--- src/rtl/uart_slave.sv ---
// Memory-mapped 8N1 UART on rib slave 2: CTRL/STATUS/BAUD/DATA registers,
// single-byte TX and RX holding registers and a level RX interrupt.
module uart_slave #(
   parameter logic [15:0] DEFAULT_BAUD_DIV = 16'd434,
   parameter logic [15:0] MIN_BAUD_DIV     = 16'd4
) (
   input  logic        clk,
   input  logic        rst,
   input  logic [31:0] i_addr,
   output logic [31:0] o_rd_data,
   input  logic        i_wr_en,
   input  logic [31:0] i_wr_data,
   output logic        o_uart_tx,
   input  logic        i_uart_rx,
   output logic        o_irq
);

   // state   | meaning
   // S_IDLE  | line idle, waiting for a DATA write (TX) or a falling edge (RX)
   // S_START | start bit: TX drives 0 for N cycles; RX waits N/2 then checks it
   // S_DATA  | 8 data bits, LSB first, one per N cycles
   // S_STOP  | stop bit: TX drives 1; RX samples it and delivers the byte
   typedef enum logic [1:0] {S_IDLE, S_START, S_DATA, S_STOP} state_t;

   state_t      r_tx_state, w_tx_next, r_rx_state, w_rx_next;
   logic        r_tx_en, r_rx_en, r_rx_ie;
   logic [15:0] r_baud;
   logic        r_rx_valid, r_rx_overrun, r_frame_err;
   logic [7:0]  r_rx_data;
   logic [15:0] r_tx_period, r_tx_cnt, r_rx_period, r_rx_cnt;
   logic [2:0]  r_tx_bit, r_rx_bit;
   logic [7:0]  r_tx_shift, r_rx_shift;
   logic        r_rx_s1, r_rx_s2, r_rx_prev;

   logic [15:0] w_period;
   logic        w_wr_ctrl, w_wr_status, w_wr_baud, w_wr_data;
   logic        w_tx_busy, w_tx_start, w_tx_tc, w_rx_tc, w_rx_fall, w_rx_deliver;
   logic        w_clr_valid, w_unused;

   assign w_period    = (r_baud < MIN_BAUD_DIV) ? MIN_BAUD_DIV : r_baud;
   assign w_wr_ctrl   = i_wr_en && (i_addr[3:2] == 2'd0);
   assign w_wr_status = i_wr_en && (i_addr[3:2] == 2'd1);
   assign w_wr_baud   = i_wr_en && (i_addr[3:2] == 2'd2);
   assign w_wr_data   = i_wr_en && (i_addr[3:2] == 2'd3);
   assign w_clr_valid = w_wr_status && i_wr_data[1];
   assign w_tx_busy   = (r_tx_state != S_IDLE);
   assign w_tx_start  = w_wr_data && r_tx_en && !w_tx_busy;
   assign w_tx_tc     = (r_tx_cnt == 16'd0);
   assign w_rx_tc     = (r_rx_cnt == 16'd0);
   assign w_rx_fall   = r_rx_prev && !r_rx_s2;
   assign w_rx_deliver = r_rx_en && (r_rx_state == S_STOP) && w_rx_tc;
   assign w_unused    = ^{i_addr[31:4], i_addr[1:0], i_wr_data[31:16]};
   assign o_irq       = r_rx_valid && r_rx_ie;

   always_comb begin
      o_rd_data = 32'd0;
      case (i_addr[3:2])
         2'd0: o_rd_data = {29'd0, r_rx_ie, r_rx_en, r_tx_en};
         2'd1: o_rd_data = {28'd0, r_frame_err, r_rx_overrun, r_rx_valid, w_tx_busy};
         2'd2: o_rd_data = {16'd0, r_baud};
         default: o_rd_data = {24'd0, r_rx_data};
      endcase
   end

   // Status flags: a new event on the same edge as its W1C clear wins.
   always_ff @(posedge clk or posedge rst) begin
      if (rst) begin
         r_tx_en      <= 1'b0;
         r_rx_en      <= 1'b0;
         r_rx_ie      <= 1'b0;
         r_baud       <= DEFAULT_BAUD_DIV;
         r_rx_valid   <= 1'b0;
         r_rx_overrun <= 1'b0;
         r_frame_err  <= 1'b0;
         r_rx_data    <= 8'd0;
      end else begin
         if (w_wr_ctrl) {r_rx_ie, r_rx_en, r_tx_en} <= i_wr_data[2:0];
         if (w_wr_baud) r_baud <= i_wr_data[15:0];
         if (w_rx_deliver) r_rx_valid <= 1'b1;
         else if (w_clr_valid) r_rx_valid <= 1'b0;
         if (w_rx_deliver && r_rx_valid && !w_clr_valid) r_rx_overrun <= 1'b1;
         else if (w_wr_status && i_wr_data[2]) r_rx_overrun <= 1'b0;
         if (w_rx_deliver && !r_rx_s2) r_frame_err <= 1'b1;
         else if (w_wr_status && i_wr_data[3]) r_frame_err <= 1'b0;
         if (w_rx_deliver && (!r_rx_valid || w_clr_valid)) r_rx_data <= r_rx_shift;
      end
   end

   always_comb begin
      w_tx_next = r_tx_state;
      case (r_tx_state)
         S_IDLE:  if (w_tx_start) w_tx_next = S_START;
         S_START: if (w_tx_tc) w_tx_next = S_DATA;
         S_DATA:  if (w_tx_tc && r_tx_bit == 3'd7) w_tx_next = S_STOP;
         default: if (w_tx_tc) w_tx_next = S_IDLE;
      endcase
   end

   always_ff @(posedge clk or posedge rst) begin
      if (rst) begin
         r_tx_state  <= S_IDLE;
         r_tx_period <= 16'd0;
         r_tx_cnt    <= 16'd0;
         r_tx_bit    <= 3'd0;
         r_tx_shift  <= 8'd0;
      end else begin
         r_tx_state <= w_tx_next;
         if (w_tx_start) begin
            r_tx_period <= w_period;
            r_tx_cnt    <= w_period - 16'd1;
            r_tx_shift  <= i_wr_data[7:0];
            r_tx_bit    <= 3'd0;
         end else if (r_tx_state != S_IDLE) begin
            if (w_tx_tc) begin
               r_tx_cnt <= r_tx_period - 16'd1;
               if (r_tx_state == S_DATA) begin
                  r_tx_shift <= r_tx_shift >> 1;
                  r_tx_bit   <= r_tx_bit + 3'd1;
               end
            end else begin
               r_tx_cnt <= r_tx_cnt - 16'd1;
            end
         end
      end
   end

   assign o_uart_tx = (r_tx_state == S_START) ? 1'b0 :
                      (r_tx_state == S_DATA)  ? r_tx_shift[0] : 1'b1;

   always_comb begin
      w_rx_next = r_rx_state;
      if (!r_rx_en) w_rx_next = S_IDLE;
      else begin
         case (r_rx_state)
            S_IDLE:  if (w_rx_fall) w_rx_next = S_START;
            S_START: if (w_rx_tc) w_rx_next = r_rx_s2 ? S_IDLE : S_DATA;
            S_DATA:  if (w_rx_tc && r_rx_bit == 3'd7) w_rx_next = S_STOP;
            default: if (w_rx_tc) w_rx_next = S_IDLE;
         endcase
      end
   end

   // The start-bit wait is half a period so later samples land mid-bit.
   always_ff @(posedge clk or posedge rst) begin
      if (rst) begin
         r_rx_s1     <= 1'b1;
         r_rx_s2     <= 1'b1;
         r_rx_prev   <= 1'b1;
         r_rx_state  <= S_IDLE;
         r_rx_period <= 16'd0;
         r_rx_cnt    <= 16'd0;
         r_rx_bit    <= 3'd0;
         r_rx_shift  <= 8'd0;
      end else begin
         r_rx_s1    <= i_uart_rx;
         r_rx_s2    <= r_rx_s1;
         r_rx_prev  <= r_rx_s2;
         r_rx_state <= w_rx_next;
         if (!r_rx_en) begin
            r_rx_bit <= 3'd0;
         end else if (r_rx_state == S_IDLE) begin
            if (w_rx_fall) begin
               r_rx_period <= w_period;
               r_rx_cnt    <= (w_period >> 1) - 16'd1;
               r_rx_bit    <= 3'd0;
            end
         end else if (w_rx_tc) begin
            r_rx_cnt <= r_rx_period - 16'd1;
            if (r_rx_state == S_DATA) begin
               r_rx_shift <= {r_rx_s2, r_rx_shift[7:1]};
               r_rx_bit   <= r_rx_bit + 3'd1;
            end
         end else begin
            r_rx_cnt <= r_rx_cnt - 16'd1;
         end
      end
   end

endmodule

--- config.mk ---
export PLATFORM = sky130hd
export DESIGN_NAME = uart_slave
export DESIGN_NICKNAME = d
export VERILOG_FILES = /design/src/rtl/uart_slave.sv
export SDC_FILE = /design/constraint.sdc
export NUM_CORES = 1
export LEC_CHECK = 0
export CORE_MARGIN = 1
export CORE_UTILIZATION = 40
export DETAILED_ROUTE_END_ITERATION = 16
export PLACE_DENSITY = 0.7
export SLEW_MARGIN = 20
export SYNTH_ARGS = -nofsm -noshare
export SYNTH_HDL_FRONTEND = slang
export SYNTH_SLANG_ARGS = --single-unit
export TNS_END_PERCENT = 30
--- constraint.sdc ---
create_clock -name clk -period 6.4 [get_ports clk]
set_clock_uncertainty 0.05 [all_clocks]
set_input_delay 1.28 -clock clk [delete_from_list [all_inputs] [get_ports clk]]
set_output_delay 1.28 -clock clk [all_outputs]
set_load 0.05 [all_outputs]
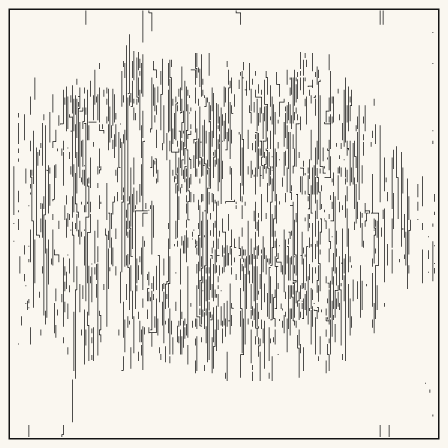
m2.png
- wire length on this layer: 7050 um
- longest straight run: 43.5 um
- share of all routed wire: 45%
- nets with wire on the layer: 615

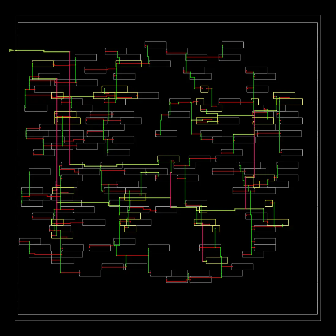
clock_nets.png
Clk power: 1.05 mW
Clock buffer cells: 20
flop count: 123

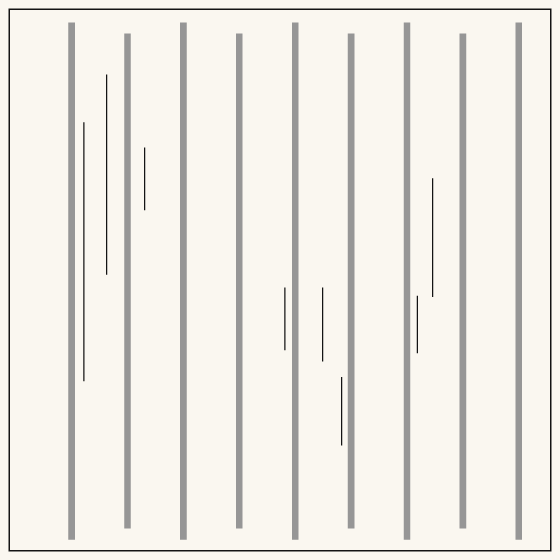
m4.png
Supply wires on this layer in gray.
- nets with wire on the layer: 4
- main direction: vertical
- wire length on this layer: 217 um

==> GITHUB_STEP_SUMMARY <==
## Implementation flow summary

| Metric | Value |
|---|---|
| # IOs | 102 |
| Post-Layout Inst Area | 7781 um2 |
| Critical path type | input pin to output port |
| Most used flip-flop cell | dfrtp_1 |
| Hold buffer count at CTS | 0 |
| Clk sinks | 123 |
| Peak supply drop | 206.8 uV |
| Max incr delay on CP | 810 ps |
| Seq/Total Area, Yosys | a little under half |
| Num CTS Buffers | 17 |
| RSZ-0062 raised after global routing | no |
| Slew at the pin with the worst max-slew slack | 1036 ps |
| RD Place Congestion | 0.8257 |
| Max frequency | 193.1 MHz |
| Clk pin slew, worst setup/hold paths | 60 ps |
| Fill cells | 1512 |
| Die Span X | roughly 130 um |
| Levels on crit path | 4 |
| Postcts setup bufs | 0 |
| Status | finished, final reports clean |
| Clock Path Buffers | 2 |
| Final hold vios | 0 |
| Crit path capture | o_rd_data[3] |
| Hold Crit Start | r_rx_s1 |
| Arr. time, crit path | between 3000 and 4000 ps |
| Worst Hold End | r_rx_s2 |
| Setup Viol. Count Final | 0 |
| CP max FO | 13 |
| Worst Path Required | 5070 ps |
| Clock period minus worst slack | 5179 ps |
| Latency at later pin | 430 ps |
| DR pass1 iterations | 5 |
| Initial DRC count | 355 |
| Via count | 5246 |
| Reg2reg start | r_baud[10] |
| Net count, final | 786 |
| Setup TNS | 0 ps |
| CTS root buf | clkbuf_16 |
| Aoi share | 14.12% |
| Slowest-stage cell, CP | clkdlybuf4s50_1 |
| Post-cts gate resize count | 0 |
| Row Count | 46 |
| Number of max-cap violations | 0 |
| Async SR Flop Fraction | 100.0% |
| Post-Synthesis Cells | 681 |
| Total congestion overflow | 0 |
| FF-to-FF End | r_tx_cnt[14] |
| CP startpoint | i_addr[2] |
| Count of tool warnings | 74 |
| Die Area | 17180 um2 |
| Final WS setup | 1221 ps |
| CTS tree | built |
| Fp util | 41.51% |
| Max Slew Vio Count | 0 |
| Adder Area Share | 1.690% |
| Crit. End Element | output port |
| Post-synth tally of flip-flops with integrated enable | 0 |
| Post-Synth XOR/XNOR Area | 1.971% |
| Final Util | about half |
| Placed Cells | a little over 900 |
| Hold WS | 306.6 ps |
| Top cell type by instance count after synthesis | nand2_1 |
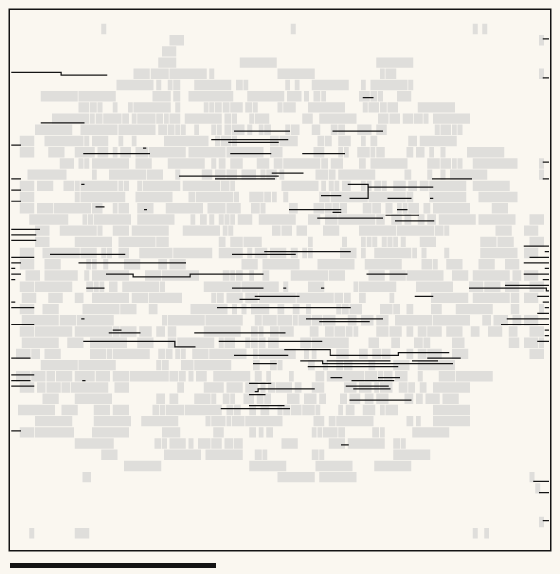
m3.png
Scale bar: 50 um.
- longest straight run: 32.2 um
- main direction: horizontal

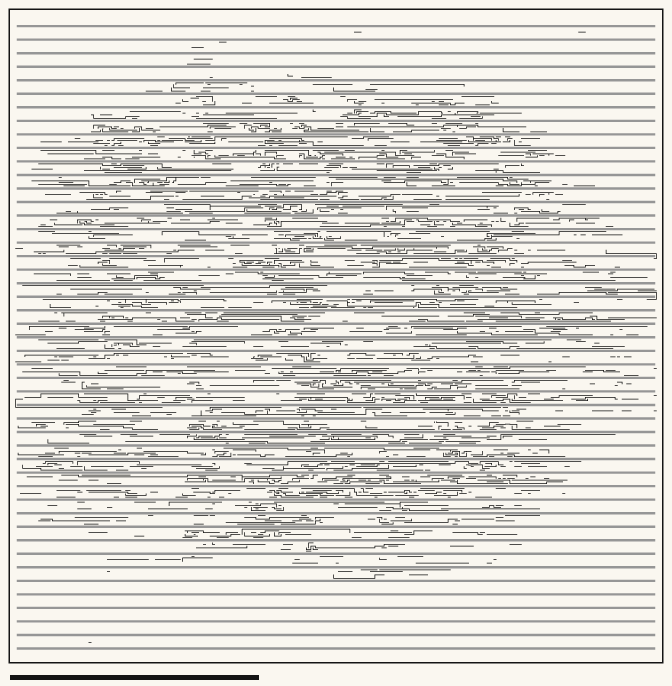
m1.png
Scale bar: 50 um. Supply wires on this layer in gray.
- main direction: horizontal
- longest straight run: 71.8 um
- wire length on this layer: 7520 um
- share of all routed wire: 48%

==> power breakdown <==
part / switching (mW) / total, mW / internal (mW) / leakage [nW]
sequential: 0.159 / 1.07 / 0.909 / 1.54
clock: 0.364 / 1.05 / 0.686 / 0.313
combinational: 0.262 / 0.462 / 0.200 / 1.49
==> cell usage in the layout, fill, tap and decap left out, types with 9 or more instances in the layout <==
master             n
nor2_1            38
clkdlybuf4s50_1   39
mux2_2            57
dfrtp_1          115
o21ai_0           51
nor3_1            17
clkbuf_16         17
a31oi_1           12
conb_1            16
ha_1               9
and2_1            10
a21oi_1           20
nand4_1           13
nand3_1           10
mux2i_1           11
nand2_1          122
==> sequential cells by signal, summed over array words and instances, names as in the netlist <==
name / count
r_rx_data: 8
r_tx_period: 16
r_tx_state: 2
r_rx_valid: 1
r_rx_s2: 1
r_baud: 16
r_rx_en: 1
r_rx_s1: 1
r_frame_err: 1
r_rx_bit: 3
r_rx_ie: 1
r_rx_cnt: 16
r_tx_cnt: 16
r_tx_bit: 3
r_rx_overrun: 1
r_rx_state: 2
r_rx_prev: 1
r_tx_shift: 8
r_rx_period: 16
r_tx_en: 1
r_rx_shift: 8
==> routing by layer <==
layer,up-vias,wire length [um],track usage (%)
met1,2554,7524,28.59
li1,2492,-,-
met2,177,7051,30.28
met3,23,998,4.221
met5,-,0,0
met4,0,216,6.964
==> final cells by class <==
type | instances | area, um2 | share of cell area, %
Clock inverter | 12 | 187.7 | 2.412
Clock buffer | 20 | 466.7 | 5.998
Timing Repair Buffer | 46 | 440.4 | 5.660
Inverter | 9 | 36.28 | 0.4663
Multi-Input combinational cell | 512 | 3292 | 42.31
Tap cell | 216 | 270.3 | 3.473
Sequential cell | 123 | 3088 | 39.68
No activity file was given, so power comes from the tool's default toggle rates.
